==> config.mk <==
export PLATFORM = sky130hd
export DESIGN_NAME = qam_tx_gen
export DESIGN_NICKNAME = d
export VERILOG_FILES = /design/src/rtl/qam_tx_gen.sv
export SDC_FILE = /design/constraint.sdc
export NUM_CORES = 1
export LEC_CHECK = 0
export CORE_MARGIN = 2
export CORE_UTILIZATION = 25
export DETAILED_ROUTE_END_ITERATION = 6
export GPL_TIMING_DRIVEN = 0
export PLACE_DENSITY_LB_ADDON = 0.25
export SETUP_SLACK_MARGIN = 0.2
export SYNTH_ARGS = -nofsm -noshare
export SYNTH_HDL_FRONTEND = slang
export SYNTH_SLANG_ARGS = --single-unit
==> constraint.sdc <==
create_clock -name clk -period 3.8 [get_ports clk]
set_clock_uncertainty 0.2 [all_clocks]
set_input_delay 0.76 -clock clk [delete_from_list [all_inputs] [get_ports clk]]
set_output_delay 0.76 -clock clk [all_outputs]
set_load 0.005 [all_outputs]
==> src/rtl/qam_tx_gen.sv <==
// -----------------------------------------------------------------------------
// qam_tx_gen
//   PRBS-7 driven QPSK / 16-QAM symbol generator with zero-stuffed upsampling
//   and a valid/ready output handshake.
//
//   Each symbol takes 2 (QPSK) or 4 (16-QAM) PRBS bits in one cycle and is
//   presented for OSR beats: the symbol value on beat 0, zeros on the rest.
//   The PRBS state survives IDLE; only reset reloads SEED.
//
//   Optional feature macro: QAM_TX_GRAY_EN
//     undefined : natural 16-QAM pair mapping 00->-3 01->-1 10->+1 11->+3
//     defined   : Gray    16-QAM pair mapping 00->-3 01->-1 11->+1 10->+3
//
// Parameters
//   OSR   : output beats per symbol (2..16)
//   OUT_W : signed I/Q output width (>= 3)
//   SEED  : PRBS-7 reset state (0 is replaced by 7'h7F)
//
// Ports
//   clk        in   rising-edge clock
//   reset      in   asynchronous active-low reset
//   en         in   start / continue symbol generation
//   mode       in   0 = QPSK, 1 = 16-QAM (sampled when a symbol is loaded)
//   out_ready  in   sink accepts the current beat
//   out_valid  out  dout_i/dout_q carry a valid beat
//   dout_i     out  signed I sample
//   dout_q     out  signed Q sample
//   sym_strobe out  current beat is phase 0 of a symbol
// -----------------------------------------------------------------------------
module qam_tx_gen #(
   parameter int unsigned OSR   = 4,
   parameter int unsigned OUT_W = 4,
   parameter logic [6:0]  SEED  = 7'h7F
) (
   input  logic                    clk,
   input  logic                    reset,
   input  logic                    en,
   input  logic                    mode,
   input  logic                    out_ready,
   output logic                    out_valid,
   output logic signed [OUT_W-1:0] dout_i,
   output logic signed [OUT_W-1:0] dout_q,
   output logic                    sym_strobe
);

   localparam int unsigned     PH_W     = (OSR > 1) ? $clog2(OSR) : 1;
   localparam logic [PH_W-1:0] PH_LAST  = PH_W'(OSR - 1);
   localparam logic [6:0]      SEED_EFF = (SEED == 7'd0) ? 7'h7F : SEED;

   typedef enum logic {IDLE, RUN} state_t;

   state_t                  state_q, state_d;
   logic [PH_W-1:0]         phase_q, phase_d;
   logic [6:0]              prbs_q, prbs_d;
   logic signed [OUT_W-1:0] di_q, di_d;
   logic signed [OUT_W-1:0] dq_q, dq_d;

   // Candidate symbol built from the current PRBS state
   logic [6:0]              s1, s2, s3, s4;
   logic                    b0, b1, b2, b3;
   logic signed [OUT_W-1:0] sym_i, sym_q;
   logic [6:0]              prbs_after;
   logic                    xfer;

   // x^7 + x^6 + 1: emitted bit is s[6], feedback s[6]^s[5] enters at s[0]
   function automatic logic [6:0] prbs_step(input logic [6:0] s);
      return {s[5:0], s[6] ^ s[5]};
   endfunction

   function automatic logic signed [OUT_W-1:0] map_bit(input logic b);
      logic signed [2:0] lv;
      lv = b ? 3'sb001 : 3'sb111;
      return OUT_W'(lv);
   endfunction

   // First bit of the pair is the MSB
   function automatic logic signed [OUT_W-1:0] map_pair(input logic msb, input logic lsb);
      logic signed [2:0] lv;
      case ({msb, lsb})
`ifdef QAM_TX_GRAY_EN
         2'b00:   lv = 3'sb101;
         2'b01:   lv = 3'sb111;
         2'b11:   lv = 3'sb001;
         default: lv = 3'sb011;
`else
         2'b00:   lv = 3'sb101;
         2'b01:   lv = 3'sb111;
         2'b10:   lv = 3'sb001;
         default: lv = 3'sb011;
`endif
      endcase
      return OUT_W'(lv);
   endfunction

   always_comb begin
      s1 = prbs_step(prbs_q);
      s2 = prbs_step(s1);
      s3 = prbs_step(s2);
      s4 = prbs_step(s3);
      b0 = prbs_q[6];
      b1 = s1[6];
      b2 = s2[6];
      b3 = s3[6];
      if (mode) begin
         sym_i      = map_pair(b0, b1);
         sym_q      = map_pair(b2, b3);
         prbs_after = s4;
      end else begin
         sym_i      = map_bit(b0);
         sym_q      = map_bit(b1);
         prbs_after = s2;
      end
   end

   assign xfer = (state_q == RUN) && out_ready;

   always_comb begin
      state_d = state_q;
      phase_d = phase_q;
      prbs_d  = prbs_q;
      di_d    = di_q;
      dq_d    = dq_q;
      if (state_q == IDLE) begin
         if (en) begin
            state_d = RUN;
            phase_d = '0;
            prbs_d  = prbs_after;
            di_d    = sym_i;
            dq_d    = sym_q;
         end
      end else if (xfer) begin
         if (phase_q == PH_LAST) begin
            phase_d = '0;
            if (en) begin
               // Next symbol follows the last beat with no bubble
               prbs_d = prbs_after;
               di_d   = sym_i;
               dq_d   = sym_q;
            end else begin
               state_d = IDLE;
               di_d    = '0;
               dq_d    = '0;
            end
         end else begin
            // Zero-stuffing for phases 1..OSR-1
            phase_d = phase_q + PH_W'(1);
            di_d    = '0;
            dq_d    = '0;
         end
      end
   end

   always_ff @(posedge clk or negedge reset) begin
      if (!reset) begin
         state_q <= IDLE;
         phase_q <= '0;
         prbs_q  <= SEED_EFF;
         di_q    <= '0;
         dq_q    <= '0;
      end else begin
         state_q <= state_d;
         phase_q <= phase_d;
         prbs_q  <= prbs_d;
         di_q    <= di_d;
         dq_q    <= dq_d;
      end
   end

   assign out_valid  = (state_q == RUN);
   assign sym_strobe = out_valid && (phase_q == '0);
   assign dout_i     = di_q;
   assign dout_q     = dq_q;

endmodule

Fig. 1: run 1, ports around the boundary
Bar = 20 µm. Pins as bars across the die edge, other pins in gray.
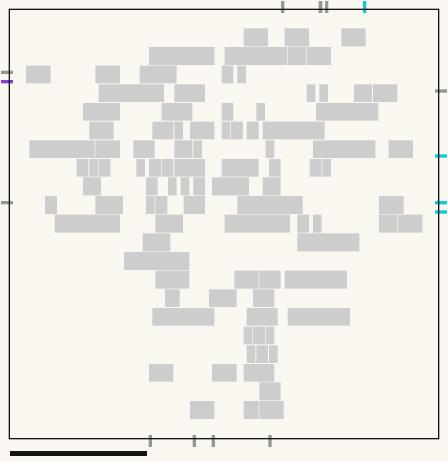
- dout_i: cyan (pins 4; direction output; edge 3 right, 1 top)
- reset: purple (pins 1; direction input; edge left)

Fig. 2: run 1, metal 3
Bar = 20 µm.
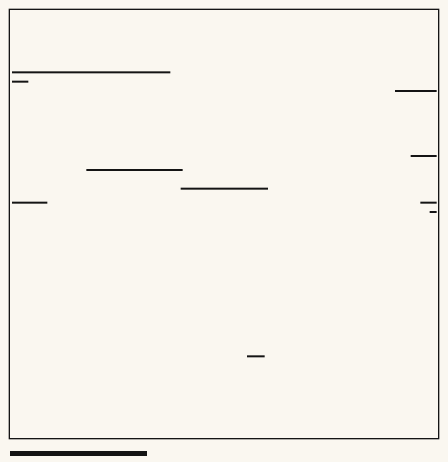
- wire length on this layer: 70.2 µm
- nets with wire on the layer: 9
- main direction: horizontal
- longest straight run: 22.8 µm

Fig. 3: run 1, wiring by layer
Bar = 20 µm.
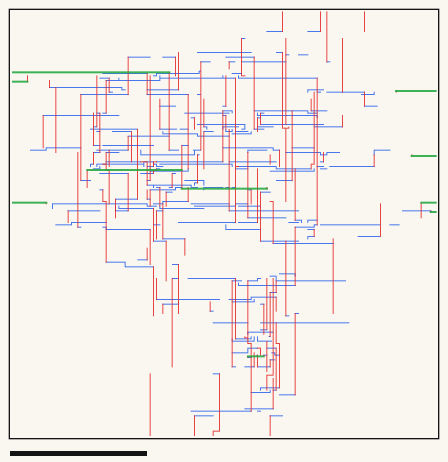
- metal 1: blue (wire length 719 µm)
- metal 2: red (wire length 703 µm)
- metal 3: green (wire length 70.2 µm)

==> COMMIT_EDITMSG, run 1 <==
Store results of the implementation flow

* Number of buffers other than clock buffers in the final layout: 19
* Fin worst setup slack: 1323 ps
- Initial antenna violation count: 0
- Area of the die: 3902 µm²
- Measured on the finished design, the core utilization comes to 0.3231.
* Post-route design area: 1070 µm²
- Post-synthesis sequential element count: 15
* TritonCTS clock tree: done
- Area of combinational cells with multiple inputs: 411.6 µm²
- Routed length on met2: 703 µm
* Pleak: 0.4933 nW
- Met3 wire len: 70 µm
- Ranked by power, first place goes to combinational cells.
- FFs & Latches: 15
* Post CTS Setup Buffer Count: 0
- Result of the run: finished, final reports clean
- Number of clock buffers in the layout: 3
- Switching part of the total: 0.3255
- Per the post-route antenna check, the number of violating nets is 0.
- FF+latch area: 384.1 µm²
- Pin placement for this block handled 15 I/O pins.
- Layout cells sized above 1: 0.2887
- Topmost layer with routed signal wires: met3
* Post-synthesis average cell area: 10.68 µm²
- In this run the tool buffered the top-level ports with 13 buffer cells.
- Leading cell types in the layout, fill and taps excluded: clkdlybuf4s50_1, nand2_1, o21ai_0
- Number of setup violations in the final report: 0
* Unique masters post-synth: 22
- Post-synthesis net count: 90
- 0 antenna diodes ended up in the layout.
* Hold Fails Final Rpt: 0
- After synthesis, the chip area reported by Yosys is 854.6 µm².
- Summed over the clock group, the power is 0.0922 mW.
- For this design, the sink count on the clock tree is 15.
==> run 1: logic make-up (layout without fill, tap and decap cells) <==
group / Yosys count / count (layout) / synth area share
xor+xnor: 3 / 3 / 0.03075
simple gates: 19 / 19 / 0.1069
compound gates: 18 / 18 / 0.1274
flops: 15 / 15 / 0.4495
fa+ha+maj: 5 / 5 / 0.07321
mux: 10 / 10 / 0.1435
buf+inv: 10 / 27 / 0.06881
==> run 1: cells in the mapped netlist (all sizes together) <==
master / count
nand2: 10
a21oi: 5
dfstp: 7
dfrtp: 8
mux2: 6
nand2b: 1
and2: 1
a21boi: 1
inv: 4
ha: 5
o21ba: 1
or3b: 1
mux2i: 4
buf: 6
xnor2: 3
o21ai: 9
nor2: 5
a22o: 2
or2: 1
==> run 1: path summary, 6_finish.rpt <==
kind | slack (ps) | end | from
setup / recovery | 1320 | sym_strobe | phase_q[0]
hold / removal | 290 | dout_i[1] | dout_i[1]
setup reg to reg | 2130 | prbs_q[0] | phase_q[0]
hold reg to reg | 290 | dout_i[1] | dout_i[1]
max in group asynchronous | 2290 | out_valid | reset
min in group asynchronous | 680 | dout_q[1] | reset
==> run 1: sequential cells by signal, summed over array words and instances, names as in the netlist <==
name       cells
phase_q        2
dout_i         3
prbs_q         7
out_valid      1
dout_q         2
==> run 1: worst max-delay path, stage by stage, from the launching register on <==
cell,delay (ps)
dfrtp_1,420
inv_1,80
ha_1,140
and2_1,110
clkdlybuf4s50_1,490
==> run 1: routing by layer <==
layer / up-vias / GRT usage
met1: 285 / 0.1145
met2: 13 / 0.1304
met3: 0 / 0.03784
li1: 301 / -
met5: - / 0
met4: 0 / 0.008333
--- run 2 (diff from run 1) ---
==> constraint.sdc (replaced) <==
create_clock -name clk -period 2.5 [get_ports clk]
set_clock_uncertainty 0.2 [all_clocks]
set_input_delay 0.5 -clock clk [delete_from_list [all_inputs] [get_ports clk]]
set_output_delay 0.5 -clock clk [all_outputs]
set_load 0.005 [all_outputs]
Fig. 4: run 2, wiring by layer
Bar = 20 µm.
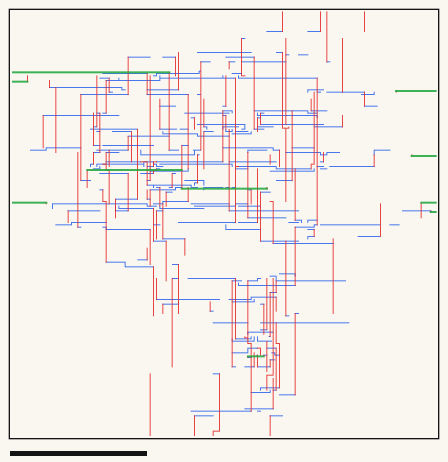
- metal 1: blue (wire length 719 µm)
- metal 2: red (wire length 703 µm)
- metal 3: green (wire length 70.2 µm)

Fig. 5: run 2, sizing map
Bar = 20 µm.
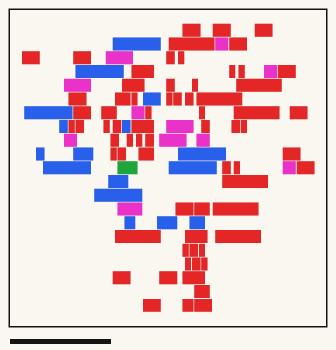
- _2 cells: blue (cells 16)
- _6 and larger: green (cells 1)
- _3 and _4 cells: magenta (cells 11)
- _0 and _1 cells: red (cells 69)

==> run 2 against run 1 <==
Against the previous run:
- total power is 52% higher
- highest routed layer unchanged
- global-route usage stayed put
- setup slack worse by 1000 ps
- clock-buffer cell count stayed put
- final cell count stayed put
- critical path depth stayed put
- sequential power is 52% higher
- clock power is 52% higher
- register-to-register slack worse by 1300 ps
==> COMMIT_EDITMSG, run 2 <==
Store results of the implementation flow

- The run finished with clean final reports.
- TritonCTS clock tree: done
- Fin worst setup slack: 282.7 ps
- Total wire length: 1.492 mm
* Number of stages on the worst setup path: 4
- Walking the worst path, the cells encountered are inv_1, ha_1, and2_1, clkdlybuf4s50_1.
* Count of cells along the worst register-to-register path: 5
- Post CTS Setup Buffer Count: 0
- Counting flops with a built-in enable in the synthesized netlist gives 0.
- Post-synthesis average cell area: 10.68 µm²
* Setup slack of the most critical reg-to-reg path: 830 ps
* Delay of the slowest critical-path stage: 490 ps
- Area of the die: 3902 µm²
* Leading cell types by count after synthesis: nand2_1, o21ai_0, dfrtp_1, dfstp_2
- More flip-flops sit in one register than any other, and that register is prbs_q.
- Leading cell types in the layout, fill and taps excluded: clkdlybuf4s50_1, nand2_1, o21ai_0
- Chip area line of the yosys report: 854.6 µm²
- The share of synthesized area in the top cell type comes to 0.2343.
* CTS sink count: 15
* Number of flip-flops under the largest register name: 7
- The power report puts the leakage power at 0.4933 nW.
- Total number of warnings across the stage logs: 29
- Worst slack, placed: 410.9 ps
* Chip height: 62.47 µm
* Leading cell type by number of instances after synthesis: nand2_1
- Hold Fails Final Rpt: 0
- Async S/R FF share, synth: 1.000
- The count of nets left with antenna violations once routing finished came out at 0.
- Among cell families on the critical path, the largest total delay comes from buffers and inverters.
* Post-synthesis net count: 90
- The script computed the net switching share of total power as 0.3255.
* Initial antenna violation count: 0
- The final report lists the setup-violating endpoint count as 0.
- Unique masters post-synth: 22
* Critical path buffer and inverter count: 2
* Area inside the core boundary: 3311 µm²
- The critical path's slowest stage uses the library cell clkdlybuf4s50_1.
- The finished cells cover 1070 µm².
- Yosys reported a register bit count of 15.
* Input/output buffers: 13
- Diode insertion count for antenna repair: 0
[run 2: cell families after synthesis]
group,synth area share
AND-OR/OR-AND,0.1274
XOR/XNOR,0.03075
adder cells (fa/ha/maj),0.07321
buffers and inverters,0.06881
flip-flops,0.4495
multiplexers,0.1435
AND/OR/NAND/NOR,0.1069
[run 2: final cells by class]
cell class              instances  area (µm²)
plain buffers                   6       43.79
well taps                      46       57.56
fillers                       363        2241
flip-flops and latches         15       384.1
clock buffers                   3       22.52
multi-input cells              55       411.6
repair buffers                 13       130.1
clock inverters                 1       5.005
inverters                       4       15.01
[run 2: layer usage]
metal	up-vias	GRT usage	wire [µm]
met3	0	0.03784	70
met5	-	0	0
li1	301	-	-
met4	0	0.008333	0
met1	285	0.1145	718
met2	13	0.1304	703
[run 2: tightest hold or removal path: stages, from the launching register on]
cell and delay [ps]:
dfrtp_1 350, nand2_1 40, o21ai_0 60
[run 2: through the flow]
step,instances,utilization,total power [mW]
floorplan,80,-,0.8160
global placement,139,0.3148,0.9863
detailed placement,139,0.3148,0.9942
CTS,143,0.3231,1.144
global route,143,0.3231,1.229
finish,143,0.3231,1.121
[run 2: final timing paths]
kind | startpoint | endpoint
hold / removal | dout_i[1] | dout_i[1]
min in group asynchronous | reset | dout_q[1]
setup reg to reg | phase_q[0] | prbs_q[0]
max in group asynchronous | reset | out_valid
hold reg to reg | dout_i[1] | dout_i[1]
setup / recovery | phase_q[0] | sym_strobe
[run 2: power by group through the flow]
stage                     registers (mW)  clock network [mW]  logic (mW)
after CTS                          0.482               0.150       0.512
after detailed placement           0.487                   0       0.508
after floorplan                    0.463                   0       0.353
after global placement             0.482                   0       0.504
after global routing               0.499               0.161       0.568
final                              0.478               0.140       0.502
--- run 3 (diff from run 2) ---
--- a/config.mk
+++ b/config.mk
@@ -10,6 +10,7 @@
 export DETAILED_ROUTE_END_ITERATION = 6
 export GPL_TIMING_DRIVEN = 0
 export PLACE_DENSITY_LB_ADDON = 0.25
+export REMOVE_ABC_BUFFERS = 1
 export SETUP_SLACK_MARGIN = 0.2
 export SYNTH_ARGS = -nofsm -noshare
 export SYNTH_HDL_FRONTEND = slang
Fig. 6: run 3, placed standard cells
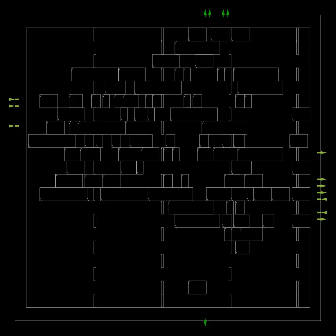
number of standard cells in the final layout excluding fillers: 139
fill count: 360
end-of-flow core utilization: 0.3152
Tap Count: 46

Fig. 7: run 3, wiring by layer
Bar = 20 µm.
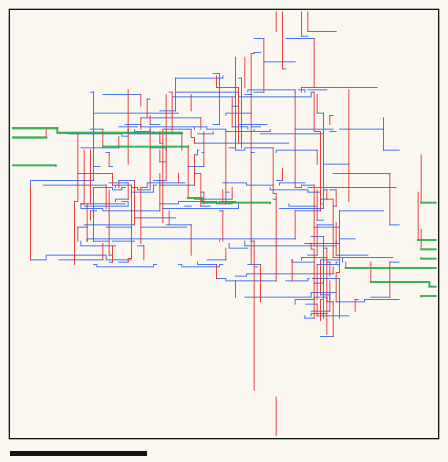
- metal 2: red (wire length 675 µm)
- metal 3: green (wire length 95.4 µm)
- metal 1: blue (wire length 728 µm)

==> run 3 against run 2 <==
Against the previous run:
- core utilization is 0.79 points lower
- design area is 2.5% lower
- highest routed layer unchanged
- flip-flop count stayed put
- sequential share of layout area is 0.90 points higher
- setup slack better by 15 ps
- die size stayed put
- combinational power is 2% lower
==> COMMIT_EDITMSG, run 3 <==
Store results of the implementation flow

- Result of the run: finished, final reports clean
- In the final layout, flip-flops and latches occupy 384.1 µm².
- Routed length on met2: 674 µm
* Chip area line of the yosys report: 854.6 µm²
- Pleak: 0.4723 nW
- Fin worst setup slack: 297.8 ps
- prbs_q holds more flip-flops than any other register.
- In this run the top signal layer used is met3.
* Number of flip-flops under the largest register name: 7
- Post-CTS timing repair inserted 0 buffers for setup.
- For this run the top cell type by instance count after synthesis was nand2_1.
* Critical path buffer and inverter count: 2
* TritonCTS clock tree: done
- Layout cells sized above 1: 0.2473
- Port buffering added 14 buffers.
* Cell count after placement: 134
* Crit path max-delay cell type: clkdlybuf4s50_1
- Met3 wire len: 95 µm
* Area of combinational cells with multiple inputs: 411.6 µm²
* Worst slack, placed: 420.7 ps
* Combinational family with the most area after synthesis: multiplexers
* Total number of warnings across the stage logs: 28
- Ranked by instance count, the synthesized netlist is headed by nand2_1, o21ai_0, dfrtp_1, dfstp_2.
- For this design the top-level I/O count stands at 15.
run 3: cell counts after synthesis:
Identical to the previous run, type by type.
run 3: where the power goes:
group / total (mW) / internal [mW] / switching, mW
logic: 0.493 / 0.305 / 0.188
registers: 0.479 / 0.380 / 0.0989
clock network: 0.141 / 0.0595 / 0.0819
total: 1.11 / 0.744 / 0.369
run 3: layout make-up:
class,instances,share of cell area
multi-input combinational,55,0.3945
sequential,15,0.3681
timing repair buffer,15,0.1415
tap,46,0.05516
clock buffer,3,0.02158
inverter,4,0.01439
clock inverter,1,0.004796
run 3: worst reg2reg max path, stage by stage (launching register included):
cell and delay [ps]:
dfrtp_1 400, buf_4 140, ha_1 210, a21boi_2 140, nand2b_4 250, mux2_2 360
run 3: kinds of logic (layout without fill, tap and decap cells):
family	count (synthesis)	in the layout
adder cells (fa/ha/maj)	5	5
XOR/XNOR	3	3
AND-OR/OR-AND	18	18
multiplexers	10	10
flip-flops	15	15
AND/OR/NAND/NOR	19	19
buffers and inverters	10	23
run 3: metal layers:
| layer | vias up | track usage |
|---|---|---|
| li1 | 289 | - |
| met1 | 260 | 0.1051 |
| met2 | 14 | 0.1344 |
| met3 | 0 | 0.04144 |
| met4 | 0 | 0.01667 |
| met5 | - | 0 |
run 3: path summary, 6_finish.rpt:
check	from	slack [ps]	end	depth (start not counted)
setup reg to reg	phase_q[0]	730	prbs_q[2]	5
setup / recovery	phase_q[0]	300	sym_strobe	4
hold reg to reg	dout_i[1]	290	dout_i[1]	2
max in group asynchronous	reset	1270	out_valid	1
hold / removal	dout_i[1]	290	dout_i[1]	2
min in group asynchronous	reset	410	dout_q[1]	1
No activity file was given, so power comes from the tool's default toggle rates.
